===== src/rtl/mmio_port_responder.sv =====
// Memory-mapped responder beside DataMemory: output port, synchronized input port with
// sticky rising-edge flags, and a compare-match cycle timer, all behind a 32-byte window.
module mmio_port_responder #(
    parameter logic [31:0] BASE_ADDR  = 32'h1001_0100,
    parameter int          PORT_WIDTH = 8
) (
    input  logic                  clk,
    input  logic                  reset,
    input  logic                  MemRead,
    input  logic                  MemWrite,
    input  logic [31:0]           Address,
    input  logic [31:0]           WriteData,
    input  logic [PORT_WIDTH-1:0] PortIn,
    output logic [31:0]           ReadData,
    output logic                  Hit,
    output logic [31:0]           PortOut,
    output logic                  Irq
);

    localparam logic [2:0] OFF_PORT_OUT  = 3'd0;
    localparam logic [2:0] OFF_PORT_IN   = 3'd1;
    localparam logic [2:0] OFF_EDGE_STAT = 3'd2;
    localparam logic [2:0] OFF_EDGE_MASK = 3'd3;
    localparam logic [2:0] OFF_TMR_CNT   = 3'd4;
    localparam logic [2:0] OFF_TMR_CMP   = 3'd5;
    localparam logic [2:0] OFF_TMR_CTRL  = 3'd6;
    localparam logic [2:0] OFF_TMR_STAT  = 3'd7;

    logic [31:0]           portOut_q,  portOut_d;
    logic [PORT_WIDTH-1:0] sync1_q,    sync1_d;
    logic [PORT_WIDTH-1:0] sync2_q,    sync2_d;
    logic [PORT_WIDTH-1:0] prev_q,     prev_d;
    logic [PORT_WIDTH-1:0] edgeStat_q, edgeStat_d;
    logic [PORT_WIDTH-1:0] edgeMask_q, edgeMask_d;
    logic [31:0]           tmrCnt_q,   tmrCnt_d;
    logic [31:0]           tmrCmp_q,   tmrCmp_d;
    logic                  tmrEn_q,    tmrEn_d;
    logic                  tmrMie_q,   tmrMie_d;
    logic                  match_q,    match_d;

    logic [2:0]            offset;
    logic                  hitAddr;
    logic                  wrEn;
    logic                  rdEn;
    logic [PORT_WIDTH-1:0] rise;
    logic                  matchNow;
    logic [31:0]           portInExt;
    logic [31:0]           edgeStatExt;
    logic [31:0]           edgeMaskExt;

    assign hitAddr  = (Address[31:5] == BASE_ADDR[31:5]) && (Address[1:0] == 2'b00);
    assign offset   = Address[4:2];
    assign wrEn     = MemWrite & hitAddr;
    assign rdEn     = MemRead & hitAddr;
    assign Hit      = hitAddr;
    assign rise     = sync2_q & ~prev_q;
    assign matchNow = tmrEn_q && (tmrCnt_q == tmrCmp_q);

    always_comb begin
        portInExt                     = '0;
        edgeStatExt                   = '0;
        edgeMaskExt                   = '0;
        portInExt[PORT_WIDTH-1:0]     = sync2_q;
        edgeStatExt[PORT_WIDTH-1:0]   = edgeStat_q;
        edgeMaskExt[PORT_WIDTH-1:0]   = edgeMask_q;
    end

    // Reads see the current register contents, so a same-cycle store returns the old value.
    always_comb begin
        ReadData = '0;
        if (rdEn) begin
            case (offset)
                OFF_PORT_OUT:  ReadData = portOut_q;
                OFF_PORT_IN:   ReadData = portInExt;
                OFF_EDGE_STAT: ReadData = edgeStatExt;
                OFF_EDGE_MASK: ReadData = edgeMaskExt;
                OFF_TMR_CNT:   ReadData = tmrCnt_q;
                OFF_TMR_CMP:   ReadData = tmrCmp_q;
                OFF_TMR_CTRL:  ReadData = {30'd0, tmrMie_q, tmrEn_q};
                OFF_TMR_STAT:  ReadData = {31'd0, match_q};
                default:       ReadData = '0;
            endcase
        end
    end

    always_comb begin
        portOut_d  = portOut_q;
        sync1_d    = PortIn;
        sync2_d    = sync1_q;
        prev_d     = sync2_q;
        edgeStat_d = edgeStat_q;
        edgeMask_d = edgeMask_q;
        tmrCnt_d   = tmrCnt_q;
        tmrCmp_d   = tmrCmp_q;
        tmrEn_d    = tmrEn_q;
        tmrMie_d   = tmrMie_q;
        match_d    = match_q;

        if (tmrEn_q) begin
            tmrCnt_d = matchNow ? 32'd0 : tmrCnt_q + 32'd1;
        end

        if (wrEn) begin
            case (offset)
                OFF_PORT_OUT:  portOut_d  = WriteData;
                OFF_EDGE_STAT: edgeStat_d = edgeStat_q & ~WriteData[PORT_WIDTH-1:0];
                OFF_EDGE_MASK: edgeMask_d = WriteData[PORT_WIDTH-1:0];
                OFF_TMR_CNT:   tmrCnt_d   = WriteData;
                OFF_TMR_CMP:   tmrCmp_d   = WriteData;
                OFF_TMR_CTRL: begin
                    tmrEn_d  = WriteData[0];
                    tmrMie_d = WriteData[1];
                end
                OFF_TMR_STAT:  match_d    = match_q & ~WriteData[0];
                default: ;
            endcase
        end

        // Hardware set events take priority over a same-cycle software clear.
        edgeStat_d = edgeStat_d | rise;
        if (matchNow) begin
            match_d = 1'b1;
        end
    end

    always_ff @(posedge clk or negedge reset) begin
        if (!reset) begin
            portOut_q  <= '0;
            sync1_q    <= '0;
            sync2_q    <= '0;
            prev_q     <= '0;
            edgeStat_q <= '0;
            edgeMask_q <= '0;
            tmrCnt_q   <= '0;
            tmrCmp_q   <= '0;
            tmrEn_q    <= 1'b0;
            tmrMie_q   <= 1'b0;
            match_q    <= 1'b0;
        end else begin
            portOut_q  <= portOut_d;
            sync1_q    <= sync1_d;
            sync2_q    <= sync2_d;
            prev_q     <= prev_d;
            edgeStat_q <= edgeStat_d;
            edgeMask_q <= edgeMask_d;
            tmrCnt_q   <= tmrCnt_d;
            tmrCmp_q   <= tmrCmp_d;
            tmrEn_q    <= tmrEn_d;
            tmrMie_q   <= tmrMie_d;
            match_q    <= match_d;
        end
    end

    assign PortOut = portOut_q;
    assign Irq     = (|(edgeStat_q & edgeMask_q)) | (match_q & tmrMie_q);

endmodule


===== config.mk =====
export PLATFORM = sky130hd
export DESIGN_NAME = mmio_port_responder
export DESIGN_NICKNAME = d
export VERILOG_FILES = /design/src/rtl/mmio_port_responder.sv
export SDC_FILE = /design/constraint.sdc
export NUM_CORES = 1
export LEC_CHECK = 0
export CORE_MARGIN = 4
export CORE_UTILIZATION = 35
export CTS_CLUSTER_SIZE = 12
export DETAILED_ROUTE_END_ITERATION = 8
export PLACE_DENSITY = 0.55
export SLEW_MARGIN = 20
export SYNTH_ARGS = -nofsm -noshare
export SYNTH_HDL_FRONTEND = slang
export SYNTH_SLANG_ARGS = --single-unit

===== constraint.sdc =====
create_clock -name clk -period 2.2 [get_ports clk]
set_clock_uncertainty 0.05 [all_clocks]
set_input_delay 0.33 -clock clk [delete_from_list [all_inputs] [get_ports clk]]
set_output_delay 0.33 -clock clk [all_outputs]
set_load 0.01 [all_outputs]

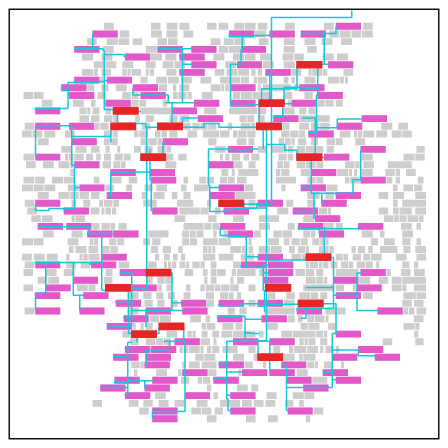
*Routed clock nets over the placement, run 1*
Key: cyan = clock wires [length 1860 um]; red = cells driving clock nets [count 17]; magenta = flip-flops [count 139]
Position of the flops: spread over the die. There are 18 routed clock nets.

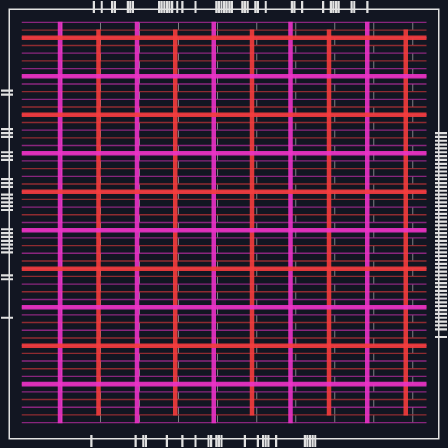
*Power grid, run 1*
Pins as bars on the die edge. Tap cells in gray.
Key: magenta = VSS; red = VDD
53 met1 rails follow the rows. 270 tap cells.

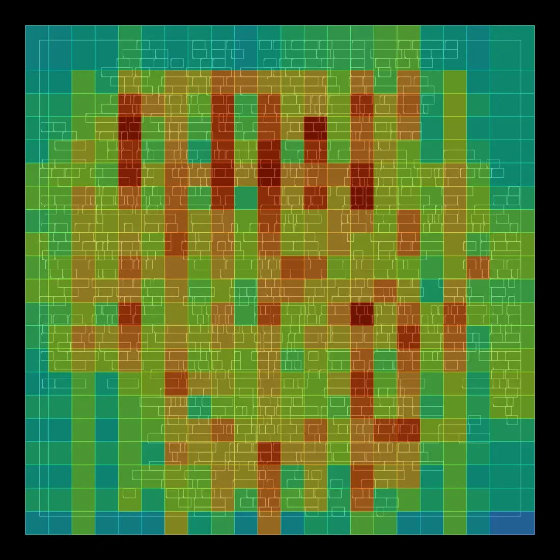
*Track usage over the die, run 1*
Final Util: 52.38%
average wire per cell in the routed design: 18.48 um
GR Util met3: 3.501%
met1 Use GR: 26.13%

==> results.py, run 1 <==
# Physical implementation metrics
metrics = {
    "setup_path": {
        "crit_cells": 10,
        "crit_end": "ReadData[10]",
        "reg2reg_slack_ns": 0,
        "worst_path_most_repeated_cell": "buf_6",
        "cp_max_fo": 6,
        "reg2reg_depth": 9,
        "startpoint": "Address[13]",
        "rr_startpoint": "tmrCmp_q[1]",
        "path_buffers": 5,
        "crit_slowest_cell": "nor4b_4",
        "critPathRequiredTime_ns": 1.82,
        "slowest_delay_ns": 0.27,
        "critPathCaptureType": "output pin",
        "critPathTopFamily": "simple AND/OR/NAND/NOR gates",
        "crit_arrival_ns": 1.84,
    },
    "final_timing": {
        "setup_ws_ns": -0.01703,
        "rsz0062_at_grt": "true",
        "slew_violations": 0,
        "hold_viol_final": 0,
        "setup_viol_count_final": 3,
        "tightest_slew_ns": 0.4730,
        "hold_ws_ns": 0.2893,
    },
    "synth": {
        "yosysUniqueCellTypes": 44,
        "postSynth.asyncResetShare_pct": 100.0,
        "yosysMostFrequentCell": "dfrtp_1",
        "fp_nets": 738,
        "ys_seq_share_pct": 48.42,
        "synth.top_cells.by_count": "dfrtp_1 (139), mux2_2 (75), nor2_1 (61)",
        "synthAdderAreaFrac_pct": 0.1742,
        "yosysWarnings": 0,
        "xor_share_pct": 7.560,
        "logic_family": "multiplexers",
        "edf_count": 0,
        "synth.cellmix.simpleShare_pct": 13.71,
        "area_leaders": "dfrtp_1 (48%), mux2_2 (12%), xor2_1 (6.8%)",
        "ys_dominant_reg_cell": "dfrtp_1",
        "yosysTopAreaCellShare_pct": 48.42,
        "synth-seq-cells": 139,
        "ys_cells": 661,
        "yosys.area_share.aoi_pct": 8.744,
    },
    "pwr": {
        "vdd_drop_max_mv": 0.4778,
        "netSwitchingPower_uw": 1380,
        "p_clk_share_pct": 50.1,
        "swShare_pct": 22.75,
        "p_seq_share_pct": 42.7,
        "power_uw": 6065,
        "leakage_uw": 0.004602,
        "p_int_uw": 4685,
        "powerDensity_nw_per_um2": 572.3,
        "p_comb_uw": 435,
        "power-top-group": "clock",
    },
    "floorplanning": {
        "boundaryPins": 142,
        "core_area_um2": 20230,
        "dieArea_um2": 22880,
        "die_w_um": 151.3,
        "rows": 52,
        "fp-utilization_pct": 35.50,
        "well_tap_count": 270,
    },
    "clock_network": {
        "cts-htree-levels": 4,
        "path_clk_slew_ns": 0.06,
        "postCtsHoldBufs": 1,
        "cts_tree": "yes",
        "numCtsBuffers": 17,
        "root_buffer": "clkbuf_16",
        "clk-insertion-delay-late_ns": 0.42,
        "cts_setup_buffers": 11,
        "clock_path_buffers": 2,
    },
    "flow_run": {
        "warning_count": 27,
        "maxCapViolCount": 0,
    },
    "finish": {
        "logic_gates": 464,
        "antenna_cells": 0,
        "lay_top_cells": "dfrtp_1 (139), buf_4 (75), mux2_2 (74), clkdlybuf4s50_1 (74), xor2_1 (56)",
        "fin_nets": 949,
        "syn_to_final_growth_pct": 47.55,
        "final-nonclk-buf-share_pct": 21.39,
        "layout_top_cell": "dfrtp_1",
        "fillerInstances": 1772,
        "n_all_inverters": 13,
        "regArea_um2": 3478,
        "flops": 139,
        "seq_share_pct": 32.82,
    },
    "route": {
        "viasPerCell": 5.134,
        "remaining_drc_errors": 0,
        "first_pass_iters": 4,
    },
    "min_path": {
        "hold_path_depth": 1,
        "whs_endpoint": "sync1_q[6]",
        "hold_path.class": "in2reg",
        "holdCritStartpoint": "PortIn[6]",
    },
    "placed_design": {
        "placed_cells": 1107,
        "placed_cell_area_um2": 9424,
        "post-dp-hpwl_um": 15030,
    },
    "outcome": {
        "status": "complete, but fails checks",
        "violations": "negative setup slack",
    },
    "global_route": {
        "antenna_found_initial": 0,
        "grt_pass1_wl_um": 33690,
        "use_met2_pct": 29.74,
        "top_usage_layer": "met2",
    },
}
==> run 1 -> run 2 <==
DONT_BUFFER_PORTS = 1   (was not set)
PLACE_DENSITY = 0.46   (was 0.55)
TNS_END_PERCENT = 5   (was not set)
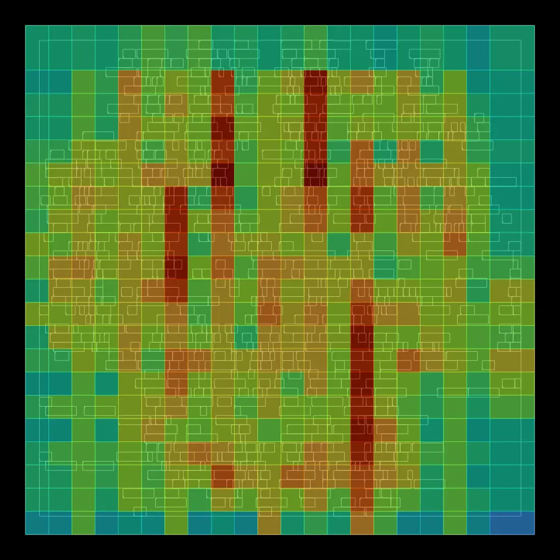
*Track usage over the die, run 2*
met2 GRT Util: 27.85%
met1 Use GR: 25.03%

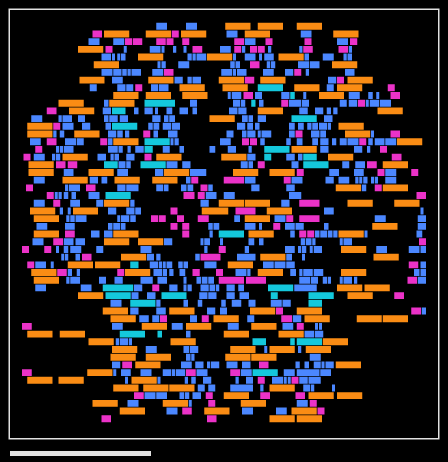
*Cell classes on the final placement, run 2*
The bar under the picture is 50 um long.
Key: magenta = other buffers and delay cells [cells 121]; cyan = clock drivers and dummy loads [cells 32]; orange = flip-flops [cells 139]; blue = all other logic [cells 477]

==> results.py, run 2 <==
# Physical implementation metrics
metrics = {
    "clock_network": {
        "numCtsBuffers": 17,
        "clock_path_buffers": 2,
        "path_clk_slew_ns": 0.06,
        "postCtsHoldBufs": 41,
        "cts-htree-levels": 4,
        "clk-insertion-delay-late_ns": 0.42,
        "root_buffer": "clkbuf_16",
    },
    "synth": {
        "yosysUniqueCellTypes": 44,
        "ys_dominant_reg_cell": "dfrtp_1",
        "area_leaders": "dfrtp_1 (48%), mux2_2 (12%), xor2_1 (6.8%)",
        "yosysMostFrequentCell": "dfrtp_1",
        "fp_nets": 738,
        "yosys.area_share.aoi_pct": 8.744,
        "xor_share_pct": 7.560,
        "synth.top_cells.by_count": "dfrtp_1 (139), mux2_2 (75), nor2_1 (61)",
        "synth-seq-cells": 139,
        "yosysWarnings": 0,
        "synthAdderAreaFrac_pct": 0.1742,
        "ys_seq_share_pct": 48.42,
        "edf_count": 0,
        "ys_cells": 661,
    },
    "floorplanning": {
        "rows": 52,
        "die_w_um": 151.3,
        "core_area_um2": 20230,
        "well_tap_count": 270,
        "fp-utilization_pct": 35.50,
    },
    "setup_path": {
        "rr_startpoint": "tmrCmp_q[26]",
        "startpoint": "tmrCmp_q[26]",
        "critPathCaptureType": "flip-flop",
        "cp_max_fo": 4,
        "crit_arrival_ns": 2.44,
        "crit_end": "tmrCnt_q[1]",
        "reg2reg_depth": 8,
        "critPathTopFamily": "simple AND/OR/NAND/NOR gates",
        "crit_slowest_cell": "dfrtp_1",
        "crit_cells": 8,
    },
    "pwr": {
        "p_comb_uw": 202,
        "p_seq_share_pct": 45.3,
        "p_clk_share_pct": 51.1,
        "leakage_uw": 0.003952,
        "p_int_uw": 4512,
        "netSwitchingPower_uw": 1199,
        "power-top-group": "clock",
        "swShare_pct": 21.00,
        "power_uw": 5711,
        "vdd_drop_max_mv": 0.4460,
    },
    "placed_design": {
        "placed_cell_area_um2": 7974,
        "routabilityCongestion": 0.7977,
        "post-dp-hpwl_um": 13860,
        "placed_cells": 963,
    },
    "route": {
        "wl_per_cell_um": 19.44,
        "first_pass_iters": 4,
        "remaining_drc_errors": 0,
        "viasPerCell": 5.202,
    },
    "finish": {
        "final-nonclk-buf-share_pct": 12.25,
        "syn_to_final_growth_pct": 26.67,
        "logic_gates": 464,
        "fin_nets": 833,
        "n_all_inverters": 13,
        "seq_share_pct": 38.24,
        "flops": 139,
        "antenna_cells": 0,
        "fillerInstances": 1920,
        "layout_top_cell": "dfrtp_1",
    },
    "outcome": {
        "status": "complete, but fails checks",
        "violations": "negative hold slack",
    },
    "final_timing": {
        "setup_ws_ns": 0.01148,
        "hold_viol_final": 139,
        "slew_violations": 0,
        "setup_viol_count_final": 0,
        "hold_ws_ns": -0.4458,
        "tightest_slew_ns": 0.4402,
    },
    "global_route": {
        "top_usage_layer": "met2",
        "grt_pass1_wl_um": 31640,
        "use_met3_pct": 4.249,
        "antenna_found_initial": 0,
    },
    "min_path": {
        "hold_path.class": "in2async",
    },
    "flow_run": {
        "warning_count": 31,
    },
}
==> run 2 -> run 3 <==
--- a/config.mk
+++ b/config.mk
@@ -7,2 +7,4 @@
 export LEC_CHECK = 0
+export CELL_PAD_IN_SITES_DETAIL_PLACEMENT = 1
+export CELL_PAD_IN_SITES_GLOBAL_PLACEMENT = 1
 export CORE_MARGIN = 4
@@ -12,3 +14,4 @@
 export DONT_BUFFER_PORTS = 1
-export PLACE_DENSITY = 0.46
+export PLACE_DENSITY = 0.56
+export SKIP_CTS_REPAIR_TIMING = 1
 export SLEW_MARGIN = 20
--- a/constraint.sdc
+++ b/constraint.sdc
@@ -4,2 +4,2 @@
 set_output_delay 0.33 -clock clk [all_outputs]
-set_load 0.01 [all_outputs]
+set_load 0.005 [all_outputs]
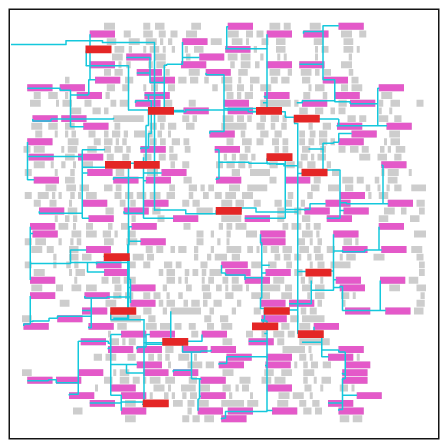
*Routed clock nets over the placement, run 3*
Key: cyan = clock wires [length 2050 um]; red = cells driving clock nets [count 17]; magenta = flip-flops [count 139]
Position of the flops: spread over the die.

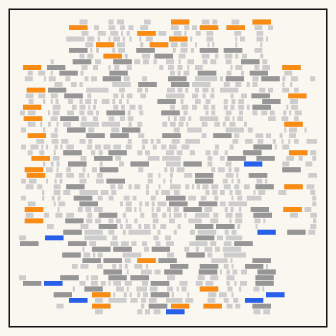
*Register map, names as in the netlist, run 3*
Other sequential cells in the stronger gray, the rest of the logic in the fainter gray.
Key: orange = `PortOut` [sequential cells 32, where spread over the die]; blue = `prev_d` [sequential cells 8]
Another 99 sequential cells are not colored.

==> results.py, run 3 <==
# Physical implementation metrics
metrics = {
    "setup_path": {
        "crit_cells": 8,
        "reg2reg_slack_ns": -0.06,
        "critPathCaptureType": "flip-flop",
        "path_class": "reg2reg",
        "slowest_delay_ns": 0.41,
        "crit_end": "tmrCnt_q[0]",
        "crit_slowest_cell": "dfrtp_1",
        "startpoint": "tmrCnt_q[3]",
        "r2r-end": "tmrCnt_q[0]",
        "critPathTopFamily": "simple AND/OR/NAND/NOR gates",
        "critPathRequiredTime_ns": 2.45,
        "cp_max_fo": 3,
        "critPathLaunchType": "flip-flop",
        "reg2reg_depth": 8,
        "rr_startpoint": "tmrCnt_q[3]",
        "crit_arrival_ns": 2.51,
    },
    "synth": {
        "top_area_cell": "dfrtp_1",
        "synthAdderAreaFrac_pct": 0.1742,
        "yosysTopAreaCellShare_pct": 48.42,
        "mux_area_share_pct": 17.82,
        "postSynth.asyncResetShare_pct": 100.0,
        "ys_dominant_reg_cell": "dfrtp_1",
        "yosys_area_um2": 7183,
        "ys_seq_share_pct": 48.42,
        "yosysUniqueCellTypes": 44,
        "yosysMostFrequentCell": "dfrtp_1",
        "syn-cell-area_um2": 7183,
        "avgSynthCellArea_um2": 10.87,
        "yosysWarnings": 0,
        "xor_share_pct": 7.560,
        "synth-seq-cells": 139,
        "synth.top_cells.by_count": "dfrtp_1 (139), mux2_2 (75), nor2_1 (61)",
        "yosys.area_share.aoi_pct": 8.744,
        "ys_cells": 661,
        "fp_nets": 738,
        "edf_count": 0,
        "logic_family": "multiplexers",
        "syn_inst": 661,
        "area_leaders": "dfrtp_1 (48%), mux2_2 (12%), xor2_1 (6.8%)",
    },
    "final_timing": {
        "rsz0062_at_grt": "true",
        "hold_ws_ns": -0.4551,
        "slew_headroom_pct": 73.46,
        "setup_viol_count_final": 20,
        "tightest_slew_ns": 0.3981,
        "min_period_ns": 2.263,
        "slew_violations": 0,
        "setup_ws_ns": -0.06328,
        "hold_viol_final": 139,
        "fin_crit_sh_pct": 102.9,
    },
    "route": {
        "ant_nets": 0,
        "top_layer_used": "met4",
        "remaining_drc_errors": 0,
        "wirelength_um": 22320,
        "first_pass_iters": 5,
        "wl_per_cell_um": 21.18,
        "vias": 5602,
        "viasPerCell": 5.315,
        "wirelength_met1_um": 10210,
        "drtIter0Drc": 248,
        "met2_length_um": 10440,
    },
    "global_route": {
        "use_met2_pct": 30.18,
        "antenna_found_initial": 1,
        "grt_usage_pct": 19.28,
        "use_met3_pct": 4.010,
        "grt_pass1_vias": 5863,
        "top_usage_layer": "met2",
        "grt_pass1_wl_um": 33450,
        "overflow": 0,
        "met1_usage_pct": 26.55,
    },
    "floorplanning": {
        "dieArea_um2": 22880,
        "core_area_um2": 20230,
        "die_h_um": 151.3,
        "die_w_um": 151.3,
        "fp-utilization_pct": 35.50,
        "well_tap_count": 270,
        "rows": 52,
    },
    "finish": {
        "fillerInstances": 2207,
        "antenna_cells": 1,
        "logic_gates": 464,
        "nClkBuffers": 17,
        "regArea_um2": 3480,
        "nNonClkBuffers": 135,
        "multiInputGateArea_um2": 3513,
        "final-nonclk-buf-share_pct": 13.14,
        "layout_top_cell": "dfrtp_1",
        "n_all_inverters": 13,
        "final_area_um2": 9244,
        "seq_share_pct": 37.64,
        "layoutNonFillerInstCount": 1054,
        "biggestCellCategory": "multi-input combinational cells",
        "layout-drive-gt1-share_pct": 28.35,
        "lay_top_cells": "dfrtp_1 (138), buf_4 (84), mux2_2 (75)",
        "comb_area_share_pct": 38.01,
        "syn_to_final_growth_pct": 28.69,
        "flops": 139,
        "fin_nets": 847,
    },
    "pwr": {
        "clk-power_uw": 3190,
        "leakage_uw": 0.004040,
        "combPwrFrac_pct": 3.5,
        "powerDensity_nw_per_um2": 647.7,
        "vdd_drop_max_mv": 0.5422,
        "powerSeq_uw": 2590,
        "p_seq_share_pct": 43.3,
        "netSwitchingPower_uw": 1277,
        "power_uw": 5987,
        "swShare_pct": 21.32,
        "p_comb_uw": 208,
        "power-top-group": "clock",
        "p_int_uw": 4711,
        "p_clk_share_pct": 53.3,
    },
    "placed_design": {
        "post-place-ws_ns": -0.1876,
        "post-dp-hpwl_um": 15040,
        "routabilityCongestion": 0.7923,
        "placed_cells": 972,
        "placed_cell_area_um2": 8029,
    },
    "outcome": {
        "violations": "negative hold slack, negative setup slack",
        "status": "complete, but fails checks",
    },
    "clock_network": {
        "cts-htree-levels": 4,
        "clk-insertion-delay-late_ns": 0.43,
        "numCtsBuffers": 17,
        "clock-sinks": 139,
        "root_buffer": "clkbuf_16",
        "clock_path_buffers": 2,
        "cts_tree": "yes",
        "path_clk_slew_ns": 0.06,
    },
    "flow_run": {
        "warning_count": 30,
        "maxCapViolCount": 0,
    },
    "min_path": {
        "hold_path.class": "in2async",
    },
}
Power figures rest on the tool's default switching activity, not on a simulated workload.
